[src/rtl/regfile_mp.sv]
// regfile_mp: parametrised multi-port register file with a per-register
// busy scoreboard.
//
// - Reads are combinational on NRD ports.
// - Two synchronous write ports; port 1 wins on an address collision.
// - Issue logic reserves registers with rsv_en/rsv_addr.
// - A writeback clears the busy bit unless the same register is reserved
//   in that cycle.
// - ZERO_REG = 1 makes register 0 a constant zero that is never busy.
//
// Optional feature, macro REGFILE_MP_BYPASS_EN: write-to-read forwarding,
// so a read of a register being written this cycle sees the incoming data.
module regfile_mp #(
  parameter int WIDTH    = 8,
  parameter int DEPTH    = 8,
  parameter int NRD      = 2,
  parameter int ZERO_REG = 0,
  localparam int AW      = $clog2(DEPTH)
) (
  input  logic                 clk,
  input  logic                 rst,
  input  logic [NRD*AW-1:0]    ra,
  output logic [NRD*WIDTH-1:0] rd,
  output logic [NRD-1:0]       rd_busy,
  input  logic                 we0,
  input  logic [AW-1:0]        wa0,
  input  logic [WIDTH-1:0]     wd0,
  input  logic                 we1,
  input  logic [AW-1:0]        wa1,
  input  logic [WIDTH-1:0]     wd1,
  input  logic                 rsv_en,
  input  logic [AW-1:0]        rsv_addr,
  output logic [DEPTH-1:0]     busy_vec
);

  localparam bit zeroEn = (ZERO_REG != 0);

  logic [DEPTH-1:0][WIDTH-1:0] regs_q, regs_d;
  logic [DEPTH-1:0]            busy_q, busy_d;

  // Accesses aimed at a hardwired zero register are dropped up front, so
  // neither the storage update nor the forwarding path has to recheck them.
  logic wr0Ok, wr1Ok, rsvOk;
  assign wr0Ok = we0    && !(zeroEn && (wa0 == '0));
  assign wr1Ok = we1    && !(zeroEn && (wa1 == '0));
  assign rsvOk = rsv_en && !(zeroEn && (rsv_addr == '0));

  // Next state: port 0 first, then port 1 so it overrides on a shared
  // address; writes clear busy, and a reserve applied last re-sets it
  // because the new producer supersedes the one completing now.
  always_comb begin
    regs_d = regs_q;
    busy_d = busy_q;
    if (wr0Ok) begin
      regs_d[wa0] = wd0;
      busy_d[wa0] = 1'b0;
    end
    if (wr1Ok) begin
      regs_d[wa1] = wd1;
      busy_d[wa1] = 1'b0;
    end
    if (rsvOk) begin
      busy_d[rsv_addr] = 1'b1;
    end
    if (zeroEn) begin
      regs_d[0] = '0;
      busy_d[0] = 1'b0;
    end
  end

  // Storage and scoreboard flops; reset wipes both and discards any
  // write or reserve pending in that cycle.
  always_ff @(posedge clk or posedge rst) begin
    if (rst) begin
      regs_q <= '0;
      busy_q <= '0;
    end else begin
      regs_q <= regs_d;
      busy_q <= busy_d;
    end
  end

  assign busy_vec = busy_q;

  for (genvar k = 0; k < NRD; k++) begin : g_read
    logic [AW-1:0]    addr;
    logic [WIDTH-1:0] data;
    logic             busy;

    assign addr = ra[k*AW +: AW];

    // Per-port read: flop contents, optionally overridden by a write in
    // flight (never while reset is held, since that write cannot commit).
    always_comb begin
      data = regs_q[addr];
      busy = busy_q[addr];
`ifdef REGFILE_MP_BYPASS_EN
      if (!rst && wr0Ok && (wa0 == addr)) begin
        data = wd0;
        busy = rsvOk && (rsv_addr == addr);
      end
      if (!rst && wr1Ok && (wa1 == addr)) begin
        data = wd1;
        busy = rsvOk && (rsv_addr == addr);
      end
`endif
      if (zeroEn && (addr == '0)) begin
        data = '0;
        busy = 1'b0;
      end
    end

    assign rd[k*WIDTH +: WIDTH] = data;
    assign rd_busy[k]           = busy;
  end

endmodule

[config.mk]
export PLATFORM = sky130hd
export DESIGN_NAME = regfile_mp
export DESIGN_NICKNAME = d
export VERILOG_FILES = /design/src/rtl/regfile_mp.sv
export SDC_FILE = /design/constraint.sdc
export NUM_CORES = 1
export LEC_CHECK = 0
export CAP_MARGIN = 20
export CORE_MARGIN = 1.5
export CORE_UTILIZATION = 60
export CTS_BUF_LIST = sky130_fd_sc_hd__clkbuf_4 sky130_fd_sc_hd__clkbuf_8 sky130_fd_sc_hd__clkbuf_16
export DETAILED_ROUTE_END_ITERATION = 8
export PLACE_DENSITY_LB_ADDON = 0.05
export SLEW_MARGIN = 25
export SYNTH_ARGS = -nofsm -noshare
export SYNTH_HDL_FRONTEND = slang
export SYNTH_SLANG_ARGS = --single-unit
[constraint.sdc]
create_clock -name clk -period 5.75 [get_ports clk]
set_clock_uncertainty 0.15 [all_clocks]
set_input_delay 1.15 -clock clk [delete_from_list [all_inputs] [get_ports clk]]
set_output_delay 1.15 -clock clk [all_outputs]
set_load 0.005 [all_outputs]
==> results.txt <==
run metrics: outcome=finished, final reports clean, worst hold path type=reg2reg, Yosys top cell by area=dfrtp_1, grt ovf=0, Avg Cell Area, Syn=11.6 um2, die area=0.00841 mm2, clock-pin slew on the worst setup and hold paths=0.08 ns, Synth area leaders=dfrtp_1 38%, mux4_1 20%, mux2i_1 14%, mux2_2 4.3%, o21ai_0 3.8%, main logic family after synthesis=multiplexers, switching share of power=27.7%, worst vdd ir=158 uV, hold-fix buffers at CTS=0, CP Capture Type=output pin, LEAKAGE=2.37 nW, setup repair after global routing missed its margin=false, initial DRC count=261, Worst Path Max Fanout=18, tool warnings=26, core area=0.00769 mm2, CP required=4.45 ns, initial core utilization=61.4%, endpoints failing setup=0, GP Congestion=0.814, TritonCTS clock tree=done, Slew Viols, Final=0, Netlist cell types=24, antenna viol nets, final=0, Initial DRT Pass Iterations=4, NetSw=0.469 mW, post-CTS sizing=0, Ys Warns=0, Antenna diodes=0, fraction of layout cells with a size suffix above 1=11.8%, Post-Syn Instances=407, die height=91.7 um, Adders+Majority by Area=0%, Seq pwr share=41.9%, CTS root buf=clkbuf_8, clock network latency to the later pin of the worst-skew pair=0.35 ns, Slew headroom=31.7%, Arr. time, crit path=3.38 ns, Ports=62, Max-Cap Viols=0, largest net degree at the start of global routing=42, Final min period=4.68 ns, register share after synthesis=38.2%, vias in the first global route=3,409, Comb power frac=28.2%, Total GRT Usage=32.0%, setup bufs post-CTS=0, PortBufs=61, Critical Path Start Type=input port, internal power=1.22 mW, first-pass GRT wire length=19.6 mm, vias per std cell=6.48
==> logic make-up (layout without fill, tap and decap cells) <==
group | Yosys count | in the layout
AND/OR/NAND/NOR | 91 | 91
flip-flops | 72 | 72
AND-OR/OR-AND | 72 | 72
buffers and inverters | 54 | 89
multiplexers | 118 | 118
==> layout by cell type (no fill, tap or decap) <==
cell / count
a21oi_1: 32
and4bb_2: 1
buf_4: 9
bufinv_16: 3
clkbuf_4: 1
clkbuf_8: 10
clkdlybuf4s50_1: 61
clkinv_2: 1
clkinv_4: 1
dfrtp_1: 72
inv_1: 2
inv_2: 1
mux2_2: 18
mux2i_1: 64
mux4_1: 36
nand2_1: 34
nand2b_1: 5
nand3_1: 4
nand4_1: 2
nand4b_1: 6
nor2_1: 32
nor4b_2: 1
nor4b_4: 1
nor4bb_2: 5
o21ai_0: 36
o32ai_1: 4
==> power groups by stage <==
stage	clock network, mW	registers (mW)	logic (mW)
after global routing	0.526	0.719	0.518
after CTS	0.506	0.704	0.478
after global placement	0	0.706	0.463
after detailed placement	0	0.712	0.475
after floorplan	0	0.676	0.312
final	0.504	0.708	0.477
==> stage by stage <==
| stage | utilization (%) | instance area, um2 | worst slack, ns | cells |
|---|---|---|---|---|
| 2_1_floorplan | - | 4720 | 2.13 | 407 |
| 3_3_place_gp | 68.7 | 5280 | 1.12 | 528 |
| 3_5_place_dp | 68.7 | 5280 | 1.08 | 528 |
| 4_1_cts | 71.9 | 5530 | 1.08 | 544 |
| 5_1_grt | 71.9 | 5530 | 1.03 | 544 |
| 6_report | 71.9 | 5530 | 1.07 | 544 |
==> critical path, cell delays in order <==
cell and delay (ns):
clkdlybuf4s50_1 1.04, mux4_1 0.41, mux2_2 0.31, clkdlybuf4s50_1 0.45
==> layer usage <==
layer	vias up	wire (um)	track usage (%)
li1	1590	-	-
met1	1760	5200	44.2
met2	157	6280	51.2
met3	20	1100	6.14
met4	0	182	10.6
met5	-	0	0
==> cell usage after synthesis, drive strengths merged <==
cell type	instances
nor2	32
and4bb	1
nand3	4
nor4b	2
nand4	2
clkbuf	17
mux4	36
dfrtp	72
nand2	34
o21ai	36
a21oi	32
nand4b	6
o32ai	4
nor4bb	5
inv	3
nand2b	5
mux2i	64
mux2	18
buf	34
==> final timing paths <==
kind	start	endpoint	slack (ns)	depth (start not counted)
worst max-delay path	ra[1]	rd[2]	1.07	4
worst min-delay path	busy_vec[3]	busy_vec[3]	0.43	2
worst max register to register	regs_q[63]	regs_q[63]	4.76	2
worst min register to register	busy_vec[3]	busy_vec[3]	0.43	2
max in group asynchronous	rst	regs_q[5]	3.37	3
min in group asynchronous	rst	regs_q[15]	1.06	2
==> flip-flops by register name (all words and copies together), names as in the netlist <==
signal and cells:
busy_vec 8, regs_q 64
==> cell type report <==
type	instances	area, um2
repair buffers	70	678
multi-input cells	281	2660
clock buffers	11	145
flip-flops and latches	72	1800
fillers	560	2160
clock inverters	5	104
well taps	102	128
inverters	3	11.3
drive_strength.png
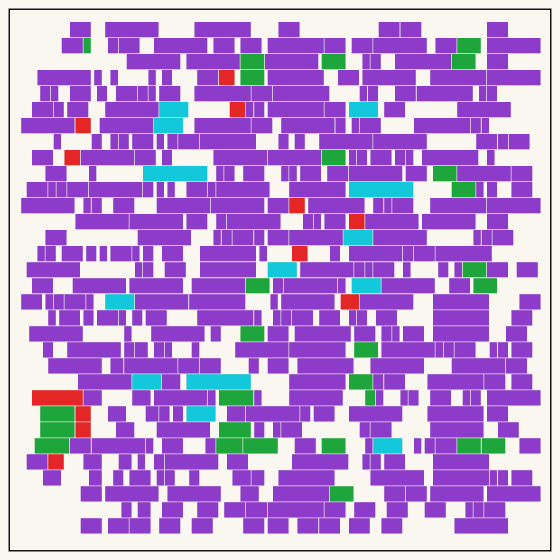
legend:
  purple:
    size: drive 1 or less
    cells: 390
    share: 88%
  red:
    size: drive 3 to 4
    cells: 12
    share: 2.7%
  cyan:
    size: drive 6 and up
    cells: 13
    share: 2.9%
  green:
    size: drive 2
    cells: 27
    share: 6.1%
P&R area growth vs syn: 17.1%
final worst setup slack: 1.07 ns

metal_stack.png
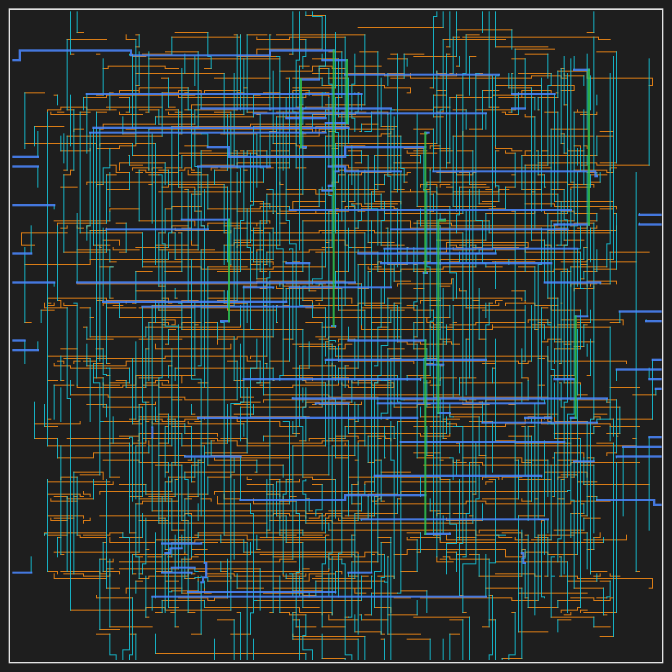
legend:
  orange:
    layer: met1
    wire_length: 5,200 um
  blue:
    layer: met3
    wire_length: 1,100 um
  green:
    layer: met4
    wire_length: 183 um
  cyan:
    layer: met2
    wire_length: 6,280 um
post-DR wirelength/cell: 23.5 um
Vias: 3,527
routed wire length: 12.8 mm

final_placement.png
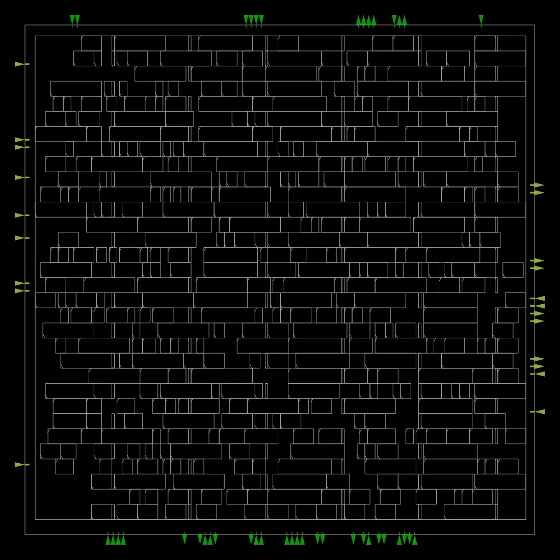
flop share of the area: 32.6%
Layout Utilization: 71.9%
# Taps: 102
Rows: 32
final-layout fill cell count: 560

No activity file was given, so power comes from the tool's default toggle rates.
